Fig. 1: the metal 1 layer
Bar = 20 um. Cells faint in the background.
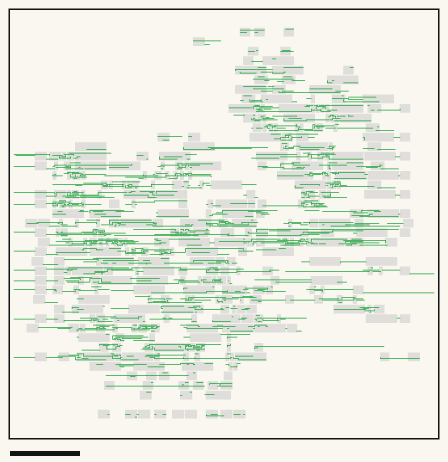
Fig. 2: metal 2
Bar = 20 um. Cells faint in the background.
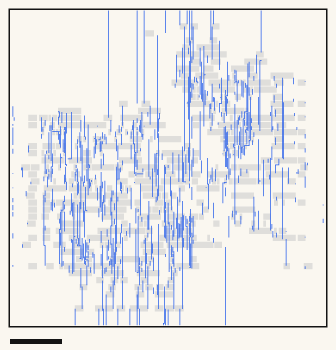
Fig. 3: the metal 3 layer
Bar = 20 um. Cells faint in the background.
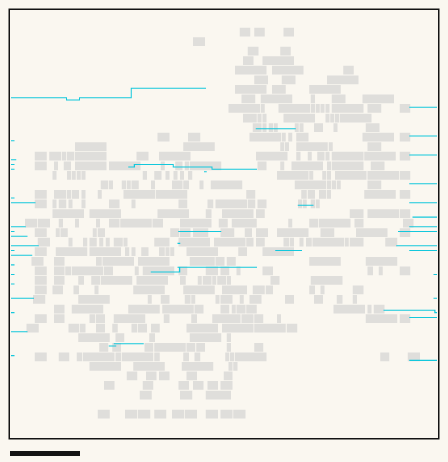
## src/rtl/alu16_serial_if.sv

```systemverilog
// Start/Busy/Done handshake and operand/result bus between a sequencer and the serial ALU.
interface alu16_serial_if #(
    parameter int unsigned SIZE = 16
);
    logic            start;
    logic [SIZE-1:0] a;
    logic [SIZE-1:0] b;
    logic [1:0]      s;
    logic            ci;
    logic            busy;
    logic            done;
    logic [SIZE-1:0] r;
    logic            co;
    logic            v;
    logic            z;

    modport master (
        output start, a, b, s, ci,
        input  busy, done, r, co, v, z
    );

    modport slave (
        input  start, a, b, s, ci,
        output busy, done, r, co, v, z
    );
endinterface

```

## src/rtl/alu16_serial.sv

```systemverilog
// Digit-serial ALU: one 2-bit slice reused over SIZE/2 clocks for ADD/SUB/AND/OR,
// with a registered inter-digit carry and results published only on completion.
module alu16_serial #(
    parameter int unsigned SIZE = 16
) (
    input  logic          clk,
    input  logic          rst_n,
    alu16_serial_if.slave bus
);
    localparam int unsigned DIGITS = SIZE / 2;
    localparam int unsigned CNT_W  = (DIGITS > 1) ? $clog2(DIGITS) : 1;

    localparam logic [1:0] OP_SUB = 2'b01;
    localparam logic [1:0] OP_AND = 2'b10;
    localparam logic [1:0] OP_OR  = 2'b11;

    typedef enum logic [1:0] {
        ST_IDLE,
        ST_RUN,
        ST_DONE
    } state_t;

    state_t            state_q, state_d;
    logic              accept;
    logic              last_digit;

    logic [SIZE-1:0]   a_q;
    logic [SIZE-1:0]   b_q;
    logic [1:0]        op_q;
    logic              carry_q;
    logic [CNT_W-1:0]  cnt_q;
    logic [SIZE-1:0]   res_sr_q;

    logic [1:0]        dig;
    logic              c1;
    logic              c2;
    logic [SIZE+1:0]   res_ext;
    logic [SIZE-1:0]   res_next;

    // State register
    always_ff @(posedge clk or negedge rst_n) begin
        if (!rst_n) begin
            state_q <= ST_IDLE;
        end else begin
            state_q <= state_d;
        end
    end

    // Next state; a request is taken only when no operation is in flight
    always_comb begin
        state_d    = state_q;
        accept     = 1'b0;
        last_digit = (cnt_q == CNT_W'(DIGITS - 1));
        case (state_q)
            ST_IDLE: begin
                if (bus.start) begin
                    accept  = 1'b1;
                    state_d = ST_RUN;
                end
            end
            ST_RUN: begin
                if (last_digit) begin
                    state_d = ST_DONE;
                end
            end
            ST_DONE: begin
                if (bus.start) begin
                    accept  = 1'b1;
                    state_d = ST_RUN;
                end else begin
                    state_d = ST_IDLE;
                end
            end
            default: state_d = ST_IDLE;
        endcase
    end

    // One 2-bit slice on the low digit of the shifting operands
    always_comb begin
        dig = 2'b00;
        c1  = 1'b0;
        c2  = 1'b0;
        case (op_q)
            OP_AND: dig = a_q[1:0] & b_q[1:0];
            OP_OR:  dig = a_q[1:0] | b_q[1:0];
            default: begin
                {c1, dig[0]} = {1'b0, a_q[0]} + {1'b0, b_q[0]} + {1'b0, carry_q};
                {c2, dig[1]} = {1'b0, a_q[1]} + {1'b0, b_q[1]} + {1'b0, c1};
            end
        endcase
        res_ext  = {dig, res_sr_q};
        res_next = res_ext[SIZE+1:2];
    end

    // Operand capture, digit stepping and result publication
    always_ff @(posedge clk or negedge rst_n) begin
        if (!rst_n) begin
            a_q      <= '0;
            b_q      <= '0;
            op_q     <= 2'b00;
            carry_q  <= 1'b0;
            cnt_q    <= '0;
            res_sr_q <= '0;
            bus.r    <= '0;
            bus.co   <= 1'b0;
            bus.v    <= 1'b0;
            bus.z    <= 1'b0;
            bus.busy <= 1'b0;
            bus.done <= 1'b0;
        end else begin
            bus.busy <= (state_d == ST_RUN);
            bus.done <= (state_d == ST_DONE);
            if (accept) begin
                a_q     <= bus.a;
                b_q     <= (bus.s == OP_SUB) ? ~bus.b : bus.b;
                op_q    <= bus.s;
                carry_q <= bus.ci;
                cnt_q   <= '0;
            end else if (state_q == ST_RUN) begin
                a_q      <= a_q >> 2;
                b_q      <= b_q >> 2;
                carry_q  <= c2;
                cnt_q    <= cnt_q + CNT_W'(1);
                res_sr_q <= res_next;
                if (last_digit) begin
                    bus.r  <= res_next;
                    bus.co <= ~op_q[1] & c2;
                    bus.v  <= ~op_q[1] & (c1 ^ c2);
                    bus.z  <= (res_next == '0);
                end
            end
        end
    end
endmodule
```

## src/flat_wrapper.sv

```systemverilog
// flat-port wrapper written by rule: the top's interface ports become plain ports
module alu16_serial_flat 
#(
    parameter int unsigned SIZE = 16
)
  (clk, rst_n, bus_start, bus_a, bus_b, bus_s, bus_ci, bus_busy, bus_done, bus_r, bus_co, bus_v, bus_z);
  alu16_serial_if #(.SIZE(SIZE)) bus_i ();
  input  logic clk;
  input  logic rst_n;
  input wire logic [$bits(bus_i.start)-1:0] bus_start;
  input wire logic [$bits(bus_i.a)-1:0] bus_a;
  input wire logic [$bits(bus_i.b)-1:0] bus_b;
  input wire logic [$bits(bus_i.s)-1:0] bus_s;
  input wire logic [$bits(bus_i.ci)-1:0] bus_ci;
  output wire logic [$bits(bus_i.busy)-1:0] bus_busy;
  output wire logic [$bits(bus_i.done)-1:0] bus_done;
  output wire logic [$bits(bus_i.r)-1:0] bus_r;
  output wire logic [$bits(bus_i.co)-1:0] bus_co;
  output wire logic [$bits(bus_i.v)-1:0] bus_v;
  output wire logic [$bits(bus_i.z)-1:0] bus_z;
  assign bus_i.start = bus_start;
  assign bus_i.a = bus_a;
  assign bus_i.b = bus_b;
  assign bus_i.s = bus_s;
  assign bus_i.ci = bus_ci;
  assign bus_busy = bus_i.busy;
  assign bus_done = bus_i.done;
  assign bus_r = bus_i.r;
  assign bus_co = bus_i.co;
  assign bus_v = bus_i.v;
  assign bus_z = bus_i.z;
  alu16_serial #(.SIZE(SIZE)) u_core (.clk(clk), .rst_n(rst_n), .bus(bus_i));
endmodule
```

## config.mk

```make
export PLATFORM = sky130hd
export DESIGN_NAME = alu16_serial_flat
export DESIGN_NICKNAME = d
export VERILOG_FILES = /design/src/rtl/alu16_serial_if.sv /design/src/rtl/alu16_serial.sv /design/src/flat_wrapper.sv
export SDC_FILE = /design/constraint.sdc
export NUM_CORES = 1
export LEC_CHECK = 0
export ABC_AREA = 0
export CORE_MARGIN = 4
export CORE_UTILIZATION = 25
export DETAILED_ROUTE_END_ITERATION = 10
export GPL_ROUTABILITY_DRIVEN = 0
export HOLD_SLACK_MARGIN = 0.12
export PLACE_DENSITY = 0.57
export SETUP_SLACK_MARGIN = 0.05
export SLEW_MARGIN = 10
export SYNTH_ARGS = -nofsm -noshare
export SYNTH_HDL_FRONTEND = slang
export SYNTH_SLANG_ARGS = --single-unit
```

## constraint.sdc

```tcl
create_clock -name clk -period 1.7 [get_ports clk]
set_input_delay 0.51 -clock clk [delete_from_list [all_inputs] [get_ports clk]]
set_output_delay 0.51 -clock clk [all_outputs]
set_load 0.03 [all_outputs]
```

==> impl_metrics.csv <==
group,metric,value,unit
run_status,status,"finished, violations left",
run_status,violations,"setup timing",
synth,ys.flops,75,
synth,syn_area_per_cell,10.5,sq um
final_timing,finalHoldViolations,0,
final_layout,largestClassByArea,"registers",
final_timing,fin_skew,6.52,ps
final_layout,nFillCells,1315,
grt,grt_max_degree,30,
clock_tree,clkSinkCount,75,
grt,grt_pass1_vias,2488,
synth,mux_area_share,5.48,%
final_layout,fin_cells,560,
worst_setup_path,slowest_stage,"fa_2",
synth,synth.area.top_cells,"dfrtp_1 (58%), nand2_1 (9.5%), mux2_2 (4.9%)",
route,viasPerCell,4.29,
synth,syn_area,3240,sq um
floorplan,chipWidth,122,um
clock_tree,cts_root_buf,"clkbuf_16",
synth,simple_gate_share,14.0,%
final_layout,fin_nets,425,
pwr,p_leak,1.99,nW
worst_setup_path,end_kind,"flip-flop",
synth,ys_sh_xor,4.59,%
synth,ys_seq_share,57.9,%
final_timing,min_period,1830,ps
synth,syn-num-nets,352,
pwr,power_density,1860,nW/um^2
final_timing,rsz0062_at_grt,"yes",
floorplan,ios,59,
pwr,switchingPower,3.14,mW
final_timing,fin_ws,-128,ps
run,drv_cap,0,
final_timing,setup_viol_count_final,3,
final_layout,comb_area_share,28.4,%
pwr,largestPowerGroup,"combinational logic",
pwr,seq_power,3.12,mW
worst_hold_path,holdPathStages,2,
final_timing,slew_viol_final,0,
synth,async_flop_share,100,%
worst_setup_path,crit_top_cell,"inv_2",
final_layout,area_growth,36.1,%
floorplan,die_y,122,um
worst_setup_path,timing.critical_path.buf_inv,3,
synth,yosys.area_share.adder,2.62,%
place,placed_cells,539,
final_timing,hold_ws,470,ps
worst_hold_path,hp-class,"flip-flop to flip-flop",
final_layout,multi_input_comb_cells,208,
final_timing,period_used_share,108,%
pwr,p_comb_share,40.5,%
final_layout,n_all_buffers,82,
final_layout,diodes,0,
floorplan,fp_util,25.6,%
worst_setup_path,crit_chain,"inv_2 > fa_2 > inv_2 > fa_1 > mux2i_1 > buf_4 > nand4_1 > o21ai_1",
final_layout,layout-drive-gt1-share,15.5,%
clock_tree,clockBufferDepth,2,
floorplan,tap_cells,172,
final_layout,logic_area,1250,sq um
synth,dominantRegCellSynth,"dfrtp_1",
final_timing,fmax,547,MHz
synth,synth_warnings,0,
place,dpl.hpwl,5.08,mm
route,drtIter0Drc,142,
pwr,swShare,38.3,%
pwr,powerComb,3.31,mW
pwr,seq_power_share,38.1,%
synth,synth_cell_types,32,
synth,aoi_share,11.5,%
worst_setup_path,crit_fanout,3,
route,dr.pass1.iters,4,
clock_tree,cts_hold_buf,1,
clock_tree,post-cts-setup-buffers,3,
pwr,p_int,5.05,mW
floorplan,rows,41,
worst_setup_path,setup.worst_path.start_class,"flip-flop",
clock_tree,cts_buffers,9,
place,numPortBuffers,58,
clock_tree,path_clk_slew,60,ps
synth,top_area_share,57.9,%
synth,edf_count,0,
worst_setup_path,cp_slowest_stage_delay,390,ps
Notes on Fig. 1 above:
wire length on this layer: 3480 um
share of all routed wire: 49%
main direction: horizontal
nets with wire on the layer: 364
routed wire length: 7.15 mm
met1 Use GR: 14.4%
vias: 2403

Notes on Fig. 2 above:
longest straight run: 47.9 um
main direction: vertical
wire length on this layer: 3280 um
met2 Resource Use GR: 15.9%

Notes on Fig. 3 above:
main direction: horizontal
longest straight run: 22.3 um
share of all routed wire: 4.7%
wire length on this layer: 336 um
nets with wire on the layer: 41

through the flow:
| stage | setup slack (ps) | TNS, ps | instance area [sq um] | power [mW] | util [%] |
|---|---|---|---|---|---|
| 2_1_floorplan | 14.3 | 0 | 3240 | 5.25 | - |
| 6_report | -128 | -270 | 4410 | 8.19 | 34.8 |
| 3_5_place_dp | -443 | -9000 | 4110 | 6.56 | 32.4 |
| 5_1_grt | -281 | -746 | 4410 | 8.87 | 34.8 |
| 3_3_place_gp | -393 | -8200 | 4110 | 6.44 | 32.4 |
| 4_1_cts | -150 | -256 | 4390 | 8.26 | 34.7 |
cell usage after synthesis (7+ instances only):
master / instances
a22oi_1: 15
a31oi_1: 12
buf_2: 7
clkbuf_1: 9
dfrtp_1: 75
inv_1: 7
mux2_2: 14
nand2_1: 82
nor2_1: 14
o21ai_0: 23
xnor2_1: 16
layer usage:
metal / share of wire [%] / wire [um] / up-vias / track usage [%]
li1: - / - / 1193 / -
met1: 49 / 3480 / 1150 / 14.4
met2: 46 / 3280 / 54 / 15.9
met3: 4.7 / 336 / 6 / 3.30
met4: 0.81 / 58 / 0 / 2.45
met5: 0 / 0 / - / 0
cell usage in the layout (no fill, tap or decap), types with 9 or more instances in the layout:
| cell | instances |
|---|---|
| mux2_2 | 14 |
| buf_4 | 22 |
| a22oi_1 | 15 |
| a31oi_1 | 12 |
| xnor2_1 | 16 |
| dfrtp_1 | 75 |
| clkbuf_16 | 9 |
| clkdlybuf4s50_1 | 36 |
| nand2_1 | 82 |
| dlygate4sd2_1 | 20 |
| o21ai_0 | 22 |
| nor2_1 | 14 |
worst min-delay path, stage by stage, from the launching register on:
cell and delay [ps]:
dfrtp_1 330, nand2_1 40, o21ai_0 60
registers in the layout, indices dropped and copies added (netlist names):
register / cells
u_core.bus.done: 1
u_core.op_q: 2
u_core.res_sr_q: 14
u_core.bus.r: 16
u_core.bus.v: 1
u_core.a_q: 16
u_core.carry_q: 1
u_core.bus.z: 1
u_core.bus.busy: 1
u_core.bus.co: 1
u_core.b_q: 16
u_core.cnt_q: 3
u_core.state_q: 2
worst paths after layout:
| kind | from | to | slack (ps) |
|---|---|---|---|
| min in group asynchronous | rst_n | u_core.bus.co$_DFFE_PN0P_ | 650 |
| max in group asynchronous | rst_n | u_core.b_q[3]$_DFFE_PN0P_ | 470 |
| hold reg to reg | u_core.bus.r[14]$_DFFE_PN0P_ | u_core.bus.r[14]$_DFFE_PN0P_ | 470 |
| setup reg to reg | u_core.a_q[0]$_DFFE_PN0P_ | u_core.bus.z$_DFFE_PN0P_ | -130 |
| setup / recovery | u_core.a_q[0]$_DFFE_PN0P_ | u_core.bus.z$_DFFE_PN0P_ | -130 |
| hold / removal | u_core.bus.r[14]$_DFFE_PN0P_ | u_core.bus.r[14]$_DFFE_PN0P_ | 470 |
cell families (layout without fill, tap and decap cells):
group,Yosys count,in the layout
AND/OR/NAND/NOR,109,109
adder cells (fa/ha/maj),6,6
multiplexers,16,16
flip-flops,75,75
buffers and inverters,27,105
XOR/XNOR,17,17
AND-OR/OR-AND,60,60
Power is estimated from default activity; no workload was simulated.
